--- src/rtl/ctrl_teclado_pkg.sv ---
// Shared constants and state encodings for the 4x4 keypad controller.
package ctrl_teclado_pkg;

   localparam logic [4:0] KEY_NONE  = 5'h10;
   localparam logic [4:0] KEY_MULTI = 5'h11;
   localparam logic [4:0] KEY_STAR  = 5'h0E;
   localparam logic [4:0] KEY_HASH  = 5'h0F;

   typedef enum logic [1:0] {
      DB_IDLE,
      DB_CAND,
      DB_PRESSED,
      DB_REL_CAND
   } db_state_e;

   typedef enum logic {
      EN_EDIT,
      EN_DONE
   } en_state_e;

   // Fold one column's code into the running scan result
   function automatic logic [4:0] merge_code(logic [4:0] acc,
                                             logic [4:0] cur);
      if (cur == KEY_NONE) return acc;
      if (acc == KEY_NONE) return cur;
      return KEY_MULTI;
   endfunction

endpackage

--- src/rtl/ctrl_teclado_if.sv ---
// Keypad lines and entry results between the controller and its user.
interface ctrl_teclado_if #(
   parameter int NDIG = 4
);
   localparam int LW = $clog2(NDIG + 1);

   logic [3:0]        fila;
   logic [3:0]        col;
   logic [4:0]        key_code;
   logic              key_valid;
   logic [4*NDIG-1:0] entry_value;
   logic [LW-1:0]     entry_len;
   logic              entry_done;
   logic              entry_err;

   modport master (
      output fila,
      input  col, key_code, key_valid,
      input  entry_value, entry_len, entry_done, entry_err
   );

   modport slave (
      input  fila,
      output col, key_code, key_valid,
      output entry_value, entry_len, entry_done, entry_err
   );

endinterface

--- src/rtl/ctrl_teclado_dec_tecla.sv ---
// Maps the active column and its sampled rows to a key code.
module dec_tecla
   import ctrl_teclado_pkg::*;
(
   input  logic [3:0] col,
   input  logic [3:0] fila,
   output logic [4:0] code
);

   logic [1:0] ci;
   logic [1:0] ri;
   logic       hit;

   always_comb begin
      ci   = 2'd0;
      ri   = 2'd0;
      hit  = 1'b1;
      code = KEY_NONE;
      unique case (1'b1)
         col[0]:  ci = 2'd0;
         col[1]:  ci = 2'd1;
         col[2]:  ci = 2'd2;
         col[3]:  ci = 2'd3;
         default: ci = 2'd0;
      endcase
      case (fila)
         4'b0000: begin hit = 1'b0; code = KEY_NONE; end
         4'b0001: ri = 2'd0;
         4'b0010: ri = 2'd1;
         4'b0100: ri = 2'd2;
         4'b1000: ri = 2'd3;
         default: begin hit = 1'b0; code = KEY_MULTI; end
      endcase
      // Columns 0-2 hold the phone-style digit grid
      if (hit) begin
         if (ci == 2'd3) begin
            code = 5'hA + {3'b0, ri};
         end else if (ri == 2'd3) begin
            case (ci)
               2'd0:    code = KEY_HASH;
               2'd1:    code = 5'h0;
               default: code = KEY_STAR;
            endcase
         end else begin
            code = {3'b0, ri} + {3'b0, ri} + {3'b0, ri}
                 + {3'b0, ci} + 5'd1;
         end
      end
   end

endmodule

--- src/rtl/ctrl_teclado.sv ---
// Keypad column scanner, debouncer and BCD entry assembler.
module ctrl_teclado
   import ctrl_teclado_pkg::*;
#(
   parameter int SETTLE_CYC = 4,
   parameter int DEBOUNCE   = 3,
   parameter int NDIG       = 4
) (
   input logic           clk,
   input logic           rst_n,
   ctrl_teclado_if.slave bus
);

   localparam int SW = $clog2(SETTLE_CYC);
   localparam int CW = $clog2(DEBOUNCE + 1);
   localparam int VW = 4 * NDIG;
   localparam int LW = $clog2(NDIG + 1);

   logic [3:0]    fila_s1_q, fila_s2_q;
   logic [SW-1:0] set_q;
   logic [3:0]    col_q;
   logic [4:0]    acc_q;
   db_state_e     db_q;
   logic [CW-1:0] cnt_q;
   logic [4:0]    cand_q;
   logic [4:0]    key_code_q;
   logic          kv_q;
   en_state_e     en_q;
   logic [VW-1:0] val_q;
   logic [LW-1:0] len_q;
   logic          done_q, err_q;

   logic [4:0]    col_code;
   logic [4:0]    scan_d;
   logic [CW-1:0] cnt_d;
   logic          hold_end, scan_end, is_key, is_none, cnt_hit;
   logic          is_digit, is_star, is_hash;

   dec_tecla u_dec (
      .col  (col_q),
      .fila (fila_s2_q),
      .code (col_code)
   );

   assign hold_end = (set_q == SW'(SETTLE_CYC - 1));
   assign scan_end = hold_end & col_q[3];
   assign scan_d   = merge_code(acc_q, col_code);
   assign is_none  = (scan_d == KEY_NONE);
   assign is_key   = !is_none && (scan_d != KEY_MULTI);
   assign cnt_d    = cnt_q + CW'(1);
   assign cnt_hit  = (cnt_d == CW'(DEBOUNCE));

   always_ff @(posedge clk or negedge rst_n) begin
      if (!rst_n) begin
         fila_s1_q <= '0;
         fila_s2_q <= '0;
         set_q     <= '0;
         col_q     <= 4'b0001;
         acc_q     <= KEY_NONE;
      end else begin
         fila_s1_q <= bus.fila;
         fila_s2_q <= fila_s1_q;
         if (hold_end) begin
            set_q <= '0;
            col_q <= {col_q[2:0], col_q[3]};
            acc_q <= scan_end ? KEY_NONE : scan_d;
         end else begin
            set_q <= set_q + SW'(1);
         end
      end
   end

   always_ff @(posedge clk or negedge rst_n) begin
      if (!rst_n) begin
         db_q       <= DB_IDLE;
         cnt_q      <= '0;
         cand_q     <= KEY_NONE;
         key_code_q <= KEY_NONE;
         kv_q       <= 1'b0;
      end else begin
         kv_q <= 1'b0;
         if (scan_end) begin
            unique case (db_q)
               DB_IDLE: if (is_key) begin
                  cand_q <= scan_d;
                  cnt_q  <= CW'(1);
                  if (DEBOUNCE == 1) begin
                     db_q       <= DB_PRESSED;
                     kv_q       <= 1'b1;
                     key_code_q <= scan_d;
                  end else begin
                     db_q <= DB_CAND;
                  end
               end
               DB_CAND: begin
                  if (!is_key) begin
                     db_q <= DB_IDLE;
                  end else if (scan_d != cand_q) begin
                     cand_q <= scan_d;
                     cnt_q  <= CW'(1);
                  end else if (cnt_hit) begin
                     db_q       <= DB_PRESSED;
                     kv_q       <= 1'b1;
                     key_code_q <= cand_q;
                  end else begin
                     cnt_q <= cnt_d;
                  end
               end
               DB_PRESSED: if (is_none) begin
                  cnt_q <= CW'(1);
                  db_q  <= (DEBOUNCE == 1) ? DB_IDLE : DB_REL_CAND;
               end
               DB_REL_CAND: begin
                  if (!is_none) db_q <= DB_PRESSED;
                  else if (cnt_hit) db_q <= DB_IDLE;
                  else cnt_q <= cnt_d;
               end
               default: db_q <= DB_IDLE;
            endcase
         end
      end
   end

   assign is_digit = (key_code_q < 5'd10);
   assign is_star  = (key_code_q == KEY_STAR);
   assign is_hash  = (key_code_q == KEY_HASH);

   always_ff @(posedge clk or negedge rst_n) begin
      if (!rst_n) begin
         en_q   <= EN_EDIT;
         val_q  <= '0;
         len_q  <= '0;
         done_q <= 1'b0;
         err_q  <= 1'b0;
      end else begin
         done_q <= 1'b0;
         err_q  <= 1'b0;
         if (kv_q) begin
            unique case (1'b1)
               is_digit: begin
                  if (en_q == EN_DONE) begin
                     val_q <= VW'(key_code_q[3:0]);
                     len_q <= LW'(1);
                     en_q  <= EN_EDIT;
                  end else if (len_q < LW'(NDIG)) begin
                     val_q <= (val_q << 4) | VW'(key_code_q[3:0]);
                     len_q <= len_q + LW'(1);
                  end else begin
                     err_q <= 1'b1;
                  end
               end
               is_star: begin
                  val_q <= '0;
                  len_q <= '0;
                  en_q  <= EN_EDIT;
               end
               is_hash: begin
                  if (en_q == EN_EDIT && len_q != '0) begin
                     done_q <= 1'b1;
                     en_q   <= EN_DONE;
                  end else begin
                     err_q <= 1'b1;
                  end
               end
               default: ;
            endcase
         end
      end
   end

   assign bus.col         = col_q;
   assign bus.key_code    = key_code_q;
   assign bus.key_valid   = kv_q;
   assign bus.entry_value = val_q;
   assign bus.entry_len   = len_q;
   assign bus.entry_done  = done_q;
   assign bus.entry_err   = err_q;

endmodule

--- src/flat_wrapper.sv ---
// flat-port wrapper written by rule: the top's interface ports become plain ports
module ctrl_teclado_flat import ctrl_teclado_pkg::*;
#(
   parameter int SETTLE_CYC = 4,
   parameter int DEBOUNCE   = 3,
   parameter int NDIG       = 4
)
  (clk, rst_n, bus_fila, bus_col, bus_key_code, bus_key_valid, bus_entry_value, bus_entry_len, bus_entry_done, bus_entry_err);
  ctrl_teclado_if #(.NDIG(NDIG)) bus_i ();
  input logic clk;
  input logic rst_n;
  input wire logic [$bits(bus_i.fila)-1:0] bus_fila;
  output wire logic [$bits(bus_i.col)-1:0] bus_col;
  output wire logic [$bits(bus_i.key_code)-1:0] bus_key_code;
  output wire logic [$bits(bus_i.key_valid)-1:0] bus_key_valid;
  output wire logic [$bits(bus_i.entry_value)-1:0] bus_entry_value;
  output wire logic [$bits(bus_i.entry_len)-1:0] bus_entry_len;
  output wire logic [$bits(bus_i.entry_done)-1:0] bus_entry_done;
  output wire logic [$bits(bus_i.entry_err)-1:0] bus_entry_err;
  assign bus_i.fila = bus_fila;
  assign bus_col = bus_i.col;
  assign bus_key_code = bus_i.key_code;
  assign bus_key_valid = bus_i.key_valid;
  assign bus_entry_value = bus_i.entry_value;
  assign bus_entry_len = bus_i.entry_len;
  assign bus_entry_done = bus_i.entry_done;
  assign bus_entry_err = bus_i.entry_err;
  ctrl_teclado #(.SETTLE_CYC(SETTLE_CYC), .DEBOUNCE(DEBOUNCE), .NDIG(NDIG)) u_core (.clk(clk), .rst_n(rst_n), .bus(bus_i));
endmodule
--- config.mk ---
export PLATFORM = sky130hd
export DESIGN_NAME = ctrl_teclado_flat
export DESIGN_NICKNAME = d
export VERILOG_FILES = /design/src/rtl/ctrl_teclado_pkg.sv /design/src/rtl/ctrl_teclado_if.sv /design/src/rtl/ctrl_teclado_dec_tecla.sv /design/src/rtl/ctrl_teclado.sv /design/src/flat_wrapper.sv
export SDC_FILE = /design/constraint.sdc
export NUM_CORES = 1
export LEC_CHECK = 0
export ABC_AREA = 1
export CORE_ASPECT_RATIO = 0.9
export CORE_UTILIZATION = 59
export DETAILED_ROUTE_END_ITERATION = 10
export PLACE_DENSITY = 0.83
export RECOVER_POWER = 100
export SKIP_CTS_REPAIR_TIMING = 1
export SLEW_MARGIN = 20
export SYNTH_ARGS = -nofsm -noshare
export SYNTH_HDL_FRONTEND = slang
export SYNTH_SLANG_ARGS = --single-unit
--- constraint.sdc ---
create_clock -name clk -period 8.19 [get_ports clk]
set_input_delay 1.638 -clock clk [delete_from_list [all_inputs] [get_ports clk]]
set_output_delay 1.638 -clock clk [all_outputs]
set_load 0.005 [all_outputs]
Fig. 1: run 1, local utilization
(4 px per µm) 7 x 7 tiles, from dark blue (low) to red (high), 0 to 100% covered.
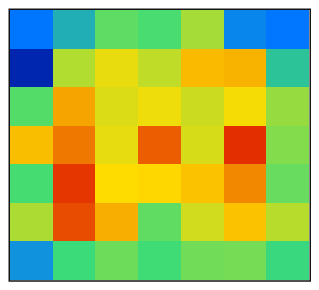
fullest tile: 95%
tiles over 75% full: 29%
mean over tiles: 63%
emptiest ninth of the die: upper left

Fig. 2: run 1, routing congestion map
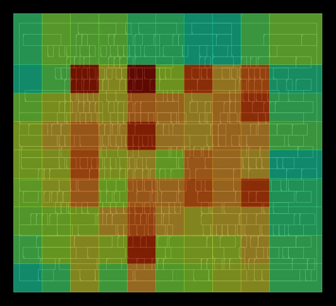
routed length per placed instance: 12.0 µm
total global routing track utilization: 0.246
GRT met1 Usage: 0.325
GRT met2 Usage: 0.410
busiest grt layer: met2

==> impl_metrics.tcl, run 1 <==
# place-and-route summary
set metrics [dict create \
    layout.cells.most_common_list "nand2_1, inv_1, dfrtp_1" \
    dpl_cell_area_um2 3240 \
    comb_cells 223 \
    floorplan.nets 358 \
    relSlewSlack -0.905 \
    power_switching_mw 0.0956 \
    hold_slack_ns 0.355 \
    internal_power_mw 0.343 \
    ys_async_sr_fraction 1.00 \
    use_met3 0.0418 \
    grt_pass1_vias 2108 \
    finalSetupViolations 0 \
    muxShareOfSynthArea 0 \
    clockBufferCount 7 \
    tapCellCount 62 \
    reg2reg_depth 21 \
    avgSynthCellArea_um2 8.22 \
    final_max_slew_viol_count 57 \
    pwr-share-comb 0.036 \
    hp-class "flop to flop" \
    power_leakage_nw 1.66 \
    synth-seq-cells 56 \
    nets 398 \
    initCoreUtil 0.624 \
    first_pass_iters 4 \
    power_mw 0.439 \
    cap_violations 1 \
    violations "capacitance limit, slew limit" \
    ys_chip_area_um2 2820 \
    clkCellAreaFrac 0.0248 \
    grt_max_degree 57 \
    openroad.warnings 28 \
    cp_num_buf_inv 2 \
    top_layer "met4" \
    yosys.stat.seqShare 0.499 \
    worstSetupPathDepth 2 \
    drive_above_1_share 0.0651 \
    drc_errors 0 \
    die_w_um 74.9 \
    synth_cell_types 29 \
    vias_per_cell 5.27 \
    cp-start-kind "input port" \
    crit_arrival_ns 3.75 \
    buffers 37 \
    path_cells "buf_2 -> clkbuf_1" \
    min_period_ns 3.95 \
    tightest_slew_ns 2.86 \
    worstSetupEndpoint "u_core.acc_q[3]$_DFFE_PN0P_" \
    port_buffers 36 \
    dpl.cell_count 438 \
    pg_comb_mw 0.0159 \
    fillers 373 \
    edf_count 0 \
    rows 23 \
    skew_ns 0.00363 \
    h-tree-depth 2 \
    slowest_delay_ns 2.02 \
    status "finished with violations" \
    seq_share 0.429 \
    largest_reg_flops 16 \
    m1WireLength_um 2460 \
    ir_worst_vdd_uv 129 \
    top_level_ports 37 \
    p_seq_mw 0.280 \
]
Fig. 3: run 1, signal wires on met3
(6 px per µm) Cells faint in the background.
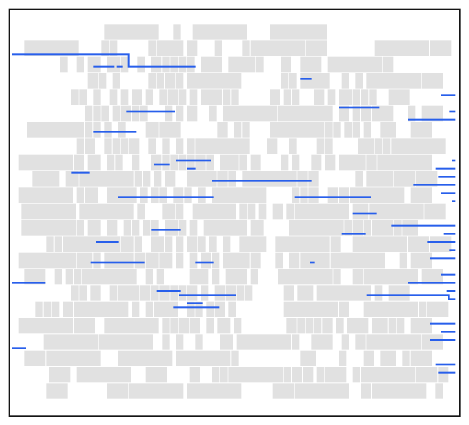
nets with wire on the layer: 45
wire length on this layer: 260 µm
share of all routed wire: 4.8%
longest straight run: 19.3 µm

run 1: synthesized netlist by cell type, drive strengths merged (4+ instances only):
cell type and instances:
o31ai 6, nand4 4, dfrtp 52, nor3 4
nand3 29, o22ai 6, clkbuf 4, o21ai 26
inv 58, nand2 99, a21oi 7, ha 7
dfstp 4, nor2 29
run 1: worst reg2reg max path, stage by stage (launching register included):
cell      delay [ns]
dfrtp_1         0.41
nor2_1          0.29
inv_1           0.09
nand3_1         0.20
inv_1           0.09
fa_1            0.49
ha_1            0.14
inv_1           0.05
fa_1            0.48
nand2_1         0.06
nand3_1         0.08
nand2_1         0.07
nand2_1         0.08
nand2_1         0.07
nor2_1          0.15
nand3_2         0.10
inv_2           0.11
nor3_2          0.04
nand2_1         0.26
clkinv_2        0.10
nand2_1         0.06
nand2_1         0.05
Fig. 4: run 1, clock wires, drivers and flops
(4 px per µm)
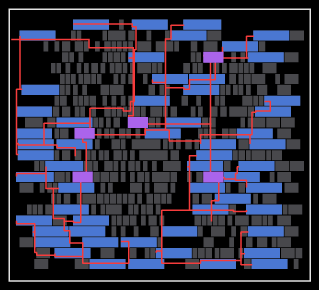

==> run 1 -> run 2 <==
Settings changed: CORE_UTILIZATION 59 to 55, PLACE_DENSITY 0.83 to 0.78.
Clock period 8.19 ns to 3.77 ns, I/O delays scaled along.
Fig. 5: run 2, clock wires, drivers and flops
(4 px per µm)
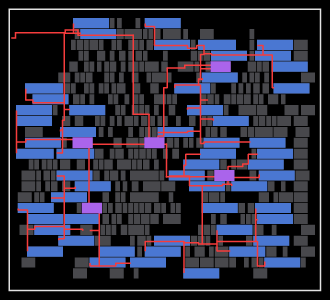
[cells driving clock nets] purple | count: 5
[flip-flops] blue | count: 56
[clock wires] red | length: 586 µm
routed clock nets: 6

==> run 2 against run 1 <==
Against the previous run: the flow still finishes with violations (capacitance limit, slew limit); non-clock buffer count did not move; flip-flop count did not move; design area rose by 0.99%; synthesized cell count did not move; hold slack got worse by 0.0011 ns; combinational power rose by 120%; largest power group unchanged; via count fell by 2.2%; worst setup slack got worse by 3.7 ns; synthesized area did not move; first-iteration DRC count rose by 4.8%; sequential power rose by 120%.
==> impl_metrics.tcl, run 2 <==
# place-and-route summary
set metrics [dict create \
    required_ns 3.98 \
    fin_crit_sh 0.864 \
    cts.sink_count 56 \
    grt_pass1_vias 2154 \
    hp-class "flop to flop" \
    yosys.stat.seqShare 0.499 \
    reg2reg_depth 21 \
    worstSetupEndpointType "flop" \
    common_cells "nand2_1, inv_1, dfrtp_1" \
    fillers 405 \
    inv_count 60 \
    rows 24 \
    die_w_um 77.5 \
    slowest_stage "fa_1" \
    cp_num_buf_inv 5 \
    dpl.cell_count 441 \
    final_max_slew_viol_count 36 \
    grt_pass1_wl_um 9410 \
    largest_reg_flops 16 \
    floorplan.nets 358 \
    drive_above_1_share 0.0807 \
    first_pass_iters 4 \
    clkCellAreaFrac 0.0276 \
    power_mw 0.971 \
    cap_violations 1 \
    vias_per_cell 5.12 \
    cp-start-kind "flop" \
    ys_async_sr_fraction 1.00 \
    initCoreUtil 0.576 \
    wl_per_cell_um 11.5 \
    synth-seq-cells 56 \
    mostFrequentLayoutCell "nand2_1" \
    stdcell_count 449 \
    ys_chip_area_um2 2820 \
    nets 398 \
    seq_share 0.425 \
    synth_top_cell_by_count "nand2_1" \
    dpl_cell_area_um2 3250 \
    synth_cell_types 29 \
    relSlewSlack -0.192 \
    violations "capacitance limit, slew limit" \
    buffers 37 \
    tightest_slew_ns 1.79 \
    ir_worst_vdd_uv 288 \
    grt_max_degree 36 \
    h-tree-depth 2 \
    power_leakage_nw 1.66 \
    path_cells "nor2_4 -> inv_1 -> nand3_2 -> inv_1 -> fa_1 -> ha_1 -> inv_1 -> fa_1 -> nand2_1 -> nand3_1 -> nand2_1 -> nand2_1 -> nand2_1 -> nor2_1 -> nand3_1 -> inv_1 -> nor3_1 -> nand2_4 -> clkinvlp_2 -> nand2_1 -> nand2_1" \
    comb_cells 223 \
    clockBufferCount 5 \
    openroad.warnings 28 \
    min_period_ns 3.26 \
    skew_ns 0.0106 \
    edf_count 0 \
    tapCellCount 65 \
    worstSetupPathDepth 21 \
    slowest_delay_ns 0.48 \
    hold_slack_ns 0.354 \
    criticalPathCategory "flop to flop" \
    grtUsageTotal 0.220 \
    crit_arrival_ns 3.47 \
    port_buffers 36 \
    layout.cells.most_common_list "nand2_1, inv_1, dfrtp_1" \
    status "finished with violations" \
    worstSetupEndpoint "u_core.bus.key_code[3]$_DFFE_PN0P_" \
    finalSetupViolations 0 \
    drc_errors 0 \
    cp_max_fo 10 \
    synth.cell_area_um2 2820 \
    avgSynthCellArea_um2 8.22 \
    top_level_ports 37 \
]
-- run 2: cells by family (layout without fill, tap and decap cells) --
logic type	after synthesis	in the layout	share of synthesized area
AND-OR/OR-AND	48	48	0.0972
XOR/XNOR	1	1	0.00311
adder cells (fa/ha/maj)	9	9	0.0453
AND/OR/NAND/NOR	165	165	0.270
buffers and inverters	64	105	0.0857
flip-flops	56	56	0.499
-- run 2: report_power, final --
part           switching, mW  internal, mW
clock                  0.194         0.133
sequential           0.00370         0.605
combinational         0.0247        0.0107
total                  0.222         0.749
-- run 2: per-layer routing --
metal,share of wire,track usage,vias up
li1,-,-,1169
met1,0.49,0.296,1066
met2,0.46,0.357,56
met3,0.041,0.0366,6
met4,0.0083,0.0839,0
met5,0,0,-
Fig. 6: run 2, wires at chosen ports, followed through buffers
(4 px per µm)
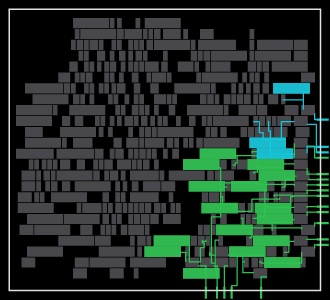

==> run 2 -> run 3 <==
Settings changed: PLACE_DENSITY 0.78 to default, PLACE_DENSITY_LB_ADDON from default to 0.3.
Fig. 7: run 3, wires at chosen ports, followed through buffers
(4 px per µm)
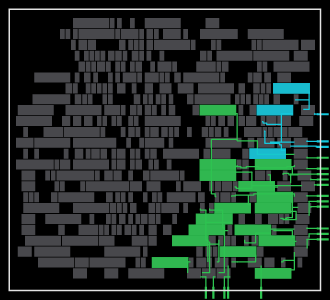
| port | colour | bits | direction | edge | end cells | buffers | wire |
|---|---|---|---|---|---|---|---|
| bus_entry_value | green | 16 | output | 11 right, 5 bottom | 16 | 16 | 301 µm |
| bus_entry_len | cyan | 3 | output | right | 3 | 3 | 50.9 µm |

==> run 3 against run 2 <==
Against the previous run: the run still ends with capacitance limit, slew limit left; worst setup slack got worse by 0.050 ns; die area unchanged; hold slack about the same; critical path type unchanged; largest cell class unchanged.
==> impl_metrics.tcl, run 3 <==
# place-and-route summary
set metrics [dict create \
    final_max_slew_viol_count 39 \
    first_pass_iters 4 \
    common_cells "nand2_1, inv_1, dfrtp_1" \
    stdcell_count 449 \
    fin_crit_sh 0.877 \
    power_leakage_nw 1.69 \
    top_level_ports 37 \
    comb_cells 223 \
    drive_above_1_share 0.0807 \
    cts.sink_count 56 \
    clockBufferCount 6 \
    xor_area_frac 0.00311 \
    tightest_slew_ns 1.97 \
    skew_ns 0.0101 \
    die_w_um 77.5 \
    rows 24 \
    top_layer "met4" \
    aoi_share 0.0972 \
    reg2reg_depth 20 \
    ir_worst_vdd_uv 456 \
    cp-start-kind "flop" \
    tapCellCount 65 \
    power_mw 1.10 \
    buffers 37 \
    dpl.cell_count 441 \
    status "finished with violations" \
    relSlewSlack -0.317 \
    ys_async_sr_fraction 1.00 \
    grt_pass1_wl_um 9380 \
    cap_violations 1 \
    worstSetupEndpointType "flop" \
    vias_per_cell 5.18 \
    largest_reg_flops 16 \
    finalSetupViolations 0 \
    cp_max_fo 10 \
    seq_share 0.419 \
    grt_max_degree 39 \
    crit_arrival_ns 3.51 \
    mostFrequentLayoutCell "nand2_1" \
    dr_wl_met3_um 213 \
    wl_met2_um 2500 \
    logic_family "simple AND/OR/NAND/NOR gates" \
    muxShareOfSynthArea 0 \
    criticalPathCategory "flop to flop" \
    layout.cells.most_common_list "nand2_1, inv_1, dfrtp_1" \
    violations "capacitance limit, slew limit" \
]
## run 3: worst max-delay path, delay by kind of cell (launching register included)
family                   cells  cell delay, ns
AND/OR/NAND/NOR             12            1.41
adder cells (fa/ha/maj)      3            1.04
flip-flops                   1            0.44
buffers and inverters        4            0.26
AND-OR/OR-AND                1            0.06
## run 3: metal layers
| layer | track usage | vias up |
|---|---|---|
| li1 | - | 1171 |
| met1 | 0.288 | 1094 |
| met2 | 0.372 | 58 |
| met3 | 0.0431 | 4 |
| met4 | 0.0692 | 0 |
| met5 | 0 | - |
## run 3: power breakdown
group          internal [mW]  switching [mW]
clock                  0.266           0.193
combinational         0.0105          0.0241
sequential             0.605         0.00374
total                  0.881           0.221
Power figures rest on the tool's default switching activity, not on a simulated workload.
